**Run 1: cells colored by class**

Fill, decap, tap and diode cells in gray.
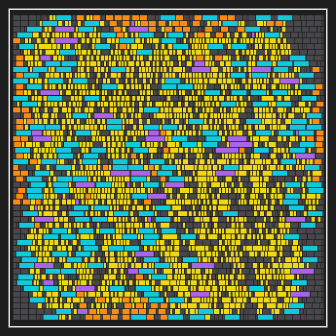
**Run 1: cell placement**

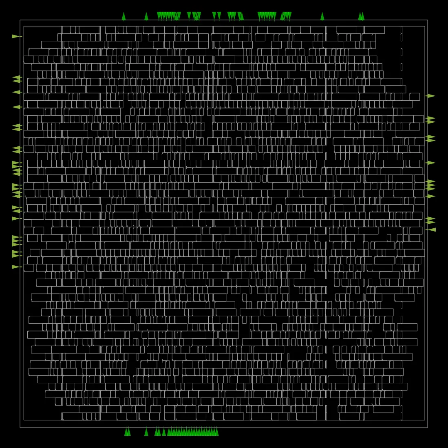
**Run 1: cells by drive strength**

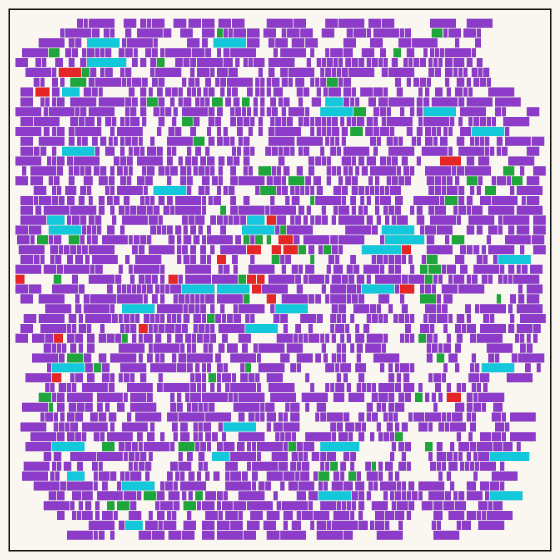
[src/rtl/div_seq.sv]
// Sequential signed divider: one restoring quotient bit per cycle, with a one-cycle
// short-circuit for divisors 0 and -1 and a one-cycle ready pulse on completion.
module div_seq #(
   parameter int unsigned WIDTH = 32
) (
   input  logic             clock,
   input  logic             reset_n,
   input  logic             ctrl_DIV,
   input  logic [WIDTH-1:0] data_operandA,
   input  logic [WIDTH-1:0] data_operandB,
   output logic [WIDTH-1:0] data_result,
   output logic             data_exception,
   output logic             data_resultRDY
);

   localparam int unsigned CW = $clog2(WIDTH);
   localparam logic [WIDTH-1:0] INT_MIN  = {1'b1, {(WIDTH-1){1'b0}}};
   localparam logic [WIDTH-1:0] ALL_ONES = '1;

   typedef enum logic [1:0] {IDLE, ITER, DONE} state_t;

   state_t           state, state_nxt;
   logic [CW-1:0]    count, count_nxt;
   logic [WIDTH-1:0] a_q, a_nxt;
   logic [WIDTH-1:0] b_q, b_nxt;
   logic [WIDTH-1:0] rem, rem_nxt;
   logic [WIDTH-1:0] quo, quo_nxt;
   logic [WIDTH-1:0] dvs, dvs_nxt;
   logic             neg, neg_nxt;
   logic [WIDTH-1:0] res_nxt;
   logic             exc_nxt;
   logic             rdy_nxt;
   logic [WIDTH:0]   shifted;
   logic [WIDTH:0]   diff;
   logic             q_bit;
   logic [WIDTH-1:0] quo_fin;

   // State and datapath registers
   always_ff @(posedge clock) begin
      if (!reset_n) begin
         state          <= IDLE;
         count          <= '0;
         a_q            <= '0;
         b_q            <= '0;
         rem            <= '0;
         quo            <= '0;
         dvs            <= '0;
         neg            <= 1'b0;
         data_result    <= '0;
         data_exception <= 1'b0;
         data_resultRDY <= 1'b0;
      end else begin
         state          <= state_nxt;
         count          <= count_nxt;
         a_q            <= a_nxt;
         b_q            <= b_nxt;
         rem            <= rem_nxt;
         quo            <= quo_nxt;
         dvs            <= dvs_nxt;
         neg            <= neg_nxt;
         data_result    <= res_nxt;
         data_exception <= exc_nxt;
         data_resultRDY <= rdy_nxt;
      end
   end

   // Next-state, iteration step and result selection
   always_comb begin
      state_nxt = state;
      count_nxt = count;
      a_nxt     = a_q;
      b_nxt     = b_q;
      rem_nxt   = rem;
      quo_nxt   = quo;
      dvs_nxt   = dvs;
      neg_nxt   = neg;
      res_nxt   = data_result;
      exc_nxt   = data_exception;

      // rem < dvs <= 2^31, so the 33-bit difference never wraps its sign
      shifted = {rem, quo[WIDTH-1]};
      diff    = shifted - {1'b0, dvs};
      q_bit   = ~diff[WIDTH];
      quo_fin = {quo[WIDTH-2:0], q_bit};

      if (ctrl_DIV) begin
         state_nxt = ITER;
         count_nxt = '0;
         a_nxt     = data_operandA;
         b_nxt     = data_operandB;
         rem_nxt   = '0;
         quo_nxt   = data_operandA[WIDTH-1] ? -data_operandA : data_operandA;
         dvs_nxt   = data_operandB[WIDTH-1] ? -data_operandB : data_operandB;
         neg_nxt   = data_operandA[WIDTH-1] ^ data_operandB[WIDTH-1];
      end else begin
         case (state)
            ITER: begin
               if (b_q == '0) begin
                  state_nxt = DONE;
                  res_nxt   = '0;
                  exc_nxt   = 1'b1;
               end else if (b_q == ALL_ONES) begin
                  state_nxt = DONE;
                  res_nxt   = -a_q;
                  exc_nxt   = (a_q == INT_MIN);
               end else begin
                  rem_nxt = q_bit ? diff[WIDTH-1:0] : shifted[WIDTH-1:0];
                  quo_nxt = quo_fin;
                  if (count == CW'(WIDTH-1)) begin
                     state_nxt = DONE;
                     res_nxt   = neg ? -quo_fin : quo_fin;
                     exc_nxt   = 1'b0;
                  end else begin
                     count_nxt = count + CW'(1);
                  end
               end
            end
            DONE:    state_nxt = IDLE;
            default: state_nxt = IDLE;
         endcase
      end

      rdy_nxt = (state_nxt == DONE);
   end

endmodule
[config.mk]
export PLATFORM = sky130hd
export DESIGN_NAME = div_seq
export DESIGN_NICKNAME = d
export VERILOG_FILES = /design/src/rtl/div_seq.sv
export SDC_FILE = /design/constraint.sdc
export NUM_CORES = 1
export LEC_CHECK = 0
export ABC_AREA = 1
export CAP_MARGIN = 20
export CORE_UTILIZATION = 60
export DETAILED_ROUTE_END_ITERATION = 10
export PLACE_DENSITY = 0.86
export SLEW_MARGIN = 20
export SYNTH_ARGS = -nofsm -noshare
export SYNTH_HDL_FRONTEND = slang
export SYNTH_SLANG_ARGS = --single-unit
[constraint.sdc]
create_clock -name clock -period 4.9 [get_ports clock]
set_clock_uncertainty 0.05 [all_clocks]
set_input_delay 0.98 -clock clock [delete_from_list [all_inputs] [get_ports clock]]
set_output_delay 0.98 -clock clock [all_outputs]
set_load 0.005 [all_outputs]
==> impl_metrics.csv, run 1 <==
group,metric,value,unit
clock_tree,clockBufferDepth,3,
die,die_w,149.2,um
pwr,peakVddDrop,0.0002627,V
sta,tns,0,ns
critical_path,cpMostUsedCell,"nand2_1",
final_layout,final_cell_mix,"393 x nand2_1, 241 x inv_1, 201 x dfxtp_1",
final_layout,combGateArea,7661,um2
pwr,powerSeq,1.80,mW
global_routing,met1_usage,53.08,%
pwr,power_leader,"clock",
critical_path,endpoint_kind,"flip-flop",
global_routing,grt_pass1_vias,12776,
critical_path,crit_family,"simple AND/OR/NAND/NOR gates",
pwr,pg_clk,1.97,mW
clock_tree,cts_hold_buffers,0,
sta,min_period,3.898,ns
synth,ys_sh_xor,2.225,%
job,max_cap_viol_count,0,
synth,syn_area,12990,um2
final_layout,stdcell_count,2327,
die,initial_core_util,61.42,%
placed_design,pre_cts_ws,1.119,ns
hold_path,hold_path_depth,2,
detailed_routing,drc,0,
synth,ys_warn_count,0,
pwr,power.internal,3.305,mW
final_layout,clock_buffer_count,35,
detailed_routing,wl_per_cell,18.04,um
critical_path,worstReg2RegEnd,"data_result[26]$_SDFFE_PN0P_",
critical_path,path_depth,25,
critical_path,critPathCapture,"data_result[26]$_SDFFE_PN0P_",
sta,tightest_slew,0.8939,ns
synth,ys_sh_adder,3.814,%
final_layout,comb_share,51.28,%
sta,final_hold_viol_count,0,
global_routing,grt_max_degree,85,
final_layout,synthToLayoutAreaGrowth,14.99,%
final_layout,drive_above_1_share,6.189,%
die,dieArea,22250,um2
pwr,powerDensity,324.6,nW/um2
final_layout,final_cell_area,14940,um2
synth,ys_seq_share,30.97,%
clock_tree,cts_tree,"done",
hold_path,hold_start,"data_result[17]$_SDFFE_PN0P_",
detailed_routing,met2_wirelength,17.47,mm
global_routing,grt.busiest_layer,"met2",
placed_design,place_inst,2284,
clock_tree,htreeDepth,1,
synth,top_cells_by_area,"dfxtp_1 31%, nand2_1 11%, a21oi_1 7.1%, inv_1 7.0%, o21ai_0 5.5%",
pwr,power,4.849,mW
critical_path,reg2reg_slack,1.00,ns
die,die_h,149.2,um
synth,async_reset_ff_share,0,%
critical_path,r2r-start,"b_q[0]$_SDFFE_PN0P_",
detailed_routing,dr.pass1.iters,8,
global_routing,grt_overflow,0,
clock_tree,cts_resized,0,
critical_path,startpoint,"b_q[0]$_SDFFE_PN0P_",
pwr,seq_power_share,37.1,%
final_layout,nonClkBufAreaFrac,7.236,%
sta,rsz0062_at_grt,"false",
final_layout,antennaDiodeCount,0,
critical_path,crit_buf_inv,1,
hold_path,whs_endpoint,"data_result[17]$_SDFFE_PN0P_",
sta,worst_slack,1.002,ns
outcome,outcome,"complete, no violations",
final_layout,layout.area.seq,4024,um2
synth,ys_sh_mux,0,%
final_layout,num-nonclk-inverters,252,
final_layout,nFillCells,1833,
final_layout,flops,201,
sta,slew_headroom,40.19,%
synth,edf_count,0,
critical_path,criticalPathCategory,"flip-flop to flip-flop",
synth,simple_gate_area_share,29.17,%
pwr,pwr-share-clk,40.6,%
synth,fp_nets,2085,
detailed_routing,drtIter0Drc,1883,
synth,yosys-stat-area,12990,um2
final_layout,largest_cell_class,"multi-input combinational cells",
final_layout,nets,2141,
clock_tree,clk_latency,0.55,ns
pwr,sw_frac_of_total,31.85,%
sta,timing.fmax,0.2565,GHz
critical_path,critPathLaunchType,"flip-flop",
final_layout,clockNetworkAreaShare,5.871,%
critical_path,crit_arrival,4.25,ns
placed_design,dpl.hpwl,30.21,mm
die,ios,101,
placed_design,port_buffers,100,
critical_path,slowest_delay,0.38,ns
detailed_routing,top_layer,"met4",
detailed_routing,vias,14270,
synth,ys_ff,201,
global_routing,grt_pass1_wl,65.76,mm
pwr,pwr-share-comb,22.3,%
die,nWellTaps,275,
global_routing,grt_util_met2,54.60,%
detailed_routing,route.met3.wl,5.114,mm
final_layout,logic_gate_count,1445,
global_routing,grtUsageTotal,37.28,%
synth,synth_area_per_cell,6.565,um2
global_routing,antenna_found_initial,1,
synth,top_cells_by_count,"393 x nand2_1, 241 x inv_1, 201 x dfxtp_1, 185 x a21oi_1, 182 x nor2_1",
sta,fin_crit_sh,79.56,%
critical_path,slowest_stage,"dfxtp_1",
synth,aoi_share,23.69,%
synth,most_common_cell,"nand2_1",
critical_path,rr_worst_depth,25,
final_layout,nNonClkBuffers,111,
critical_path,critPathMaxFanout,5,
detailed_routing,drt-met1-wl,18.21,mm
Notes on 'cells colored by class' above:
orange -> remaining buffers and delay cells  # cells 111, share of their area 7.4%
yellow -> combinational and other logic  # cells 1697, share of their area 59%
purple -> clock drivers and dummy loads  # cells 43, share of their area 6.0%
cyan -> sequential cells  # cells 201, share of their area 28%

Notes on 'cell placement' above:
post-layout util: 70.63%
sequential share of cell area: 26.93%
Core Area: 21150 um2
num rows: 53

Notes on 'cells by drive strength' above:
red -> _3 and _4 cells  # cells 21, share 1.0%
green -> _2 cells  # cells 70, share 3.4%
purple -> _0 and _1 cells  # cells 1925, share 94%
cyan -> _6 and larger  # cells 36, share 1.8%

--- run 2 (diff from run 1) ---
Settings changed: CORE_UTILIZATION 60 to 54, PLACE_DENSITY 0.86 to 0.82.
Clock period 4.9 ns to 3.21 ns, I/O delays scaled along.
==> impl_metrics.csv, run 2 <==
group,metric,value,unit
critical_path,rr_worst_depth,21,
critical_path,worstReg2RegEnd,"data_result[28]$_SDFFE_PN0P_",
final_layout,logic_gate_count,1445,
sta,timing.fmax,0.3239,GHz
placed_design,place_inst,2364,
detailed_routing,vias,14464,
final_layout,clockNetworkAreaShare,5.185,%
hold_path,hold_start,"data_result[14]$_SDFFE_PN0P_",
critical_path,slowest_stage,"dfxtp_1",
final_layout,largest_cell_class,"multi-input combinational cells",
pwr,seq_power_share,37.3,%
synth,synth_area_per_cell,6.565,um2
pwr,sw_frac_of_total,32.86,%
detailed_routing,drtIter0Drc,1579,
critical_path,critPathMaxFanout,5,
pwr,pwr-share-comb,24.4,%
die,dieArea,24690,um2
pwr,p_comb,1.80,mW
clock_tree,postCtsSetupBuffers,0,
critical_path,startpoint,"dvs[19]$_SDFFE_PN0P_",
sta,slew_headroom,59.15,%
detailed_routing,drt-met1-wl,19.56,mm
synth,fp_nets,2085,
global_routing,grt_util_met2,52.36,%
critical_path,reg2reg_slack,0.12,ns
final_layout,final_cell_mix,"379 x nand2_1, 239 x inv_1, 198 x dfxtp_1",
sta,min_period,3.088,ns
global_routing,grt_overflow,0,
pwr,pwr-share-clk,38.3,%
final_layout,nNonClkBuffers,151,
clock_tree,cts_resized,0,
final_layout,drive_above_1_share,10.33,%
pwr,powerDensity,473.9,nW/um2
sta,tightest_slew,0.6121,ns
synth,edf_count,0,
final_layout,nets,2181,
critical_path,crit_buf_inv,1,
die,ios,101,
global_routing,grt_pass1_wl,67.85,mm
critical_path,critPathCapture,"data_result[28]$_SDFFE_PN0P_",
detailed_routing,top_layer,"met4",
pwr,powerSeq,2.75,mW
sta,fin_crit_sh,96.19,%
final_layout,antennaDiodeCount,0,
critical_path,crit_arrival,3.45,ns
synth,aoi_share,23.69,%
job,warnings,29,
detailed_routing,dr.pass1.iters,7,
final_layout,num-nonclk-inverters,252,
global_routing,grtUsageTotal,34.88,%
final_layout,seq_area_share,25.88,%
synth,ys_seq_share,30.97,%
job,max_cap_viol_count,0,
final_layout,clock_buffer_count,33,
pwr,pg_clk,2.82,mW
synth,top_cells_by_count,"393 x nand2_1, 241 x inv_1, 201 x dfxtp_1, 185 x a21oi_1, 182 x nor2_1",
final_layout,combGateArea,7954,um2
critical_path,slowest_delay,0.33,ns
critical_path,critPathLaunchType,"flip-flop",
critical_path,r2r-start,"dvs[19]$_SDFFE_PN0P_",
detailed_routing,drc,0,
clock_tree,clockBufferDepth,3,
synth,ys_sh_mux,0,%
pwr,peakVddDrop,0.0003656,V
final_layout,comb_share,51.10,%
hold_path,hold_path_depth,2,
synth,top_logic_kind,"simple AND/OR/NAND/NOR gates",
clock_tree,cts_tree,"done",
die,die_h,157.1,um
detailed_routing,met2_wirelength,18.67,mm
detailed_routing,route.met3.wl,4.210,mm
sta,final_hold_viol_count,0,
clock_tree,cts_hold_buffers,0,
critical_path,criticalPathCategory,"flip-flop to flip-flop",
synth,ys_sh_adder,3.814,%
synth,simple_gate_area_share,29.17,%
synth,most_common_cell,"nand2_1",
critical_path,endpoint_kind,"flip-flop",
pwr,power.internal,4.952,mW
global_routing,grt_max_degree,107,
detailed_routing,routed_wl,43.73,mm
clock_tree,htreeDepth,1,
die,die_w,157.1,um
final_layout,layout.area.seq,4028,um2
global_routing,grt_pass1_vias,12789,
pwr,power_leader,"clock",
global_routing,antenna_found_initial,0,
global_routing,use_met3,4.433,%
global_routing,grt.busiest_layer,"met2",
pwr,power,7.375,mW
sta,worst_slack,0.1224,ns
synth,top_area_cell,"dfxtp_1",
final_layout,nonClkBufAreaFrac,9.164,%
placed_design,pre_cts_ws,0.04215,ns
placed_design,port_buffers,100,
critical_path,crit_family,"simple AND/OR/NAND/NOR gates",
final_layout,synthToLayoutAreaGrowth,19.80,%
final_layout,final_cell_area,15560,um2
synth,async_reset_ff_share,0,%
placed_design,place_congestion,1.025,
synth,ys_sh_xor,2.225,%
synth,ys_warn_count,0,
outcome,outcome,"complete, no violations",
synth,ys_ff,201,
critical_path,path_depth,21,
hold_path,whs_endpoint,"data_result[14]$_SDFFE_PN0P_",
clock_tree,clk_latency,0.55,ns
clock_tree,root_buffer,"clkbuf_16",
die,initial_core_util,55.19,%
sta,rsz0062_at_grt,"true",
synth,yosys-stat-area,12990,um2
sta,tns,0,ns
global_routing,met1_usage,51.61,%
synth,top_cells_by_area,"dfxtp_1 31%, nand2_1 11%, a21oi_1 7.1%, inv_1 7.0%, o21ai_0 5.5%",
detailed_routing,wl_per_cell,18.14,um
synth,syn_area,12990,um2
**Run 2: cells colored by class**

Fill, decap, tap and diode cells in gray.
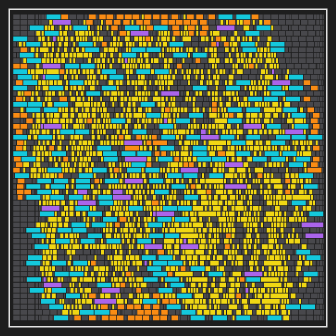
orange -> remaining buffers and delay cells  # cells 151, share of their area 9.4%
yellow -> combinational and other logic  # cells 1697, share of their area 59%
cyan -> sequential cells  # cells 201, share of their area 27%
purple -> clock drivers and dummy loads  # cells 43, share of their area 5.3%
num rows: 56
Core Area: 23540 um2

**Run 2: I/O nets highlighted**

The bar under the picture is 50 um long.
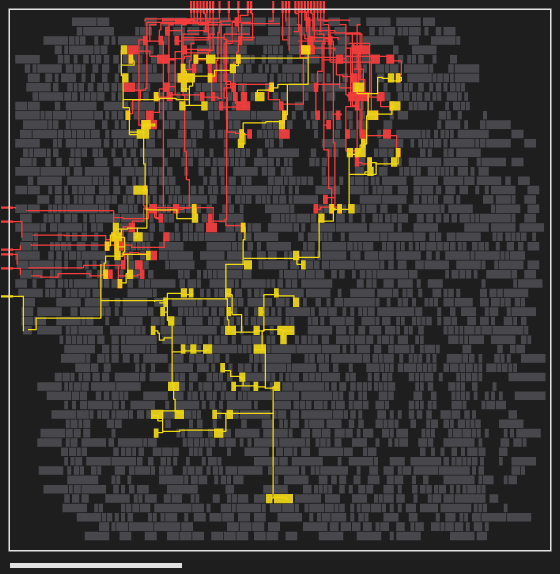
yellow -> `ctrl_DIV`  # bits 1, direction input, edge left, end cells 110, buffers 3, wire 872 um
red -> `data_operandA`  # bits 32, direction input, edge 27 top, 5 left, end cells 99, buffers 33, wire 1860 um

**Run 2: cell placement**

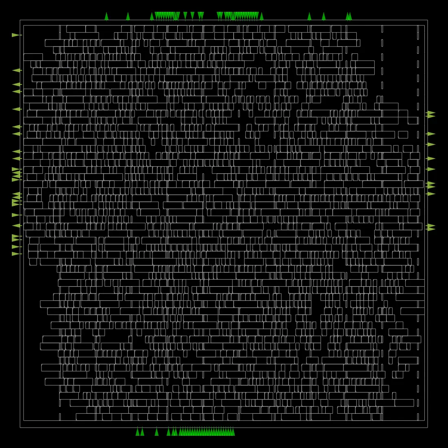
n_taps: 319
Filler cells: 2102
Post-Layout Cell Count: 2411
post-layout util: 66.11%
flop count: 201

Power is estimated from default activity; no workload was simulated.
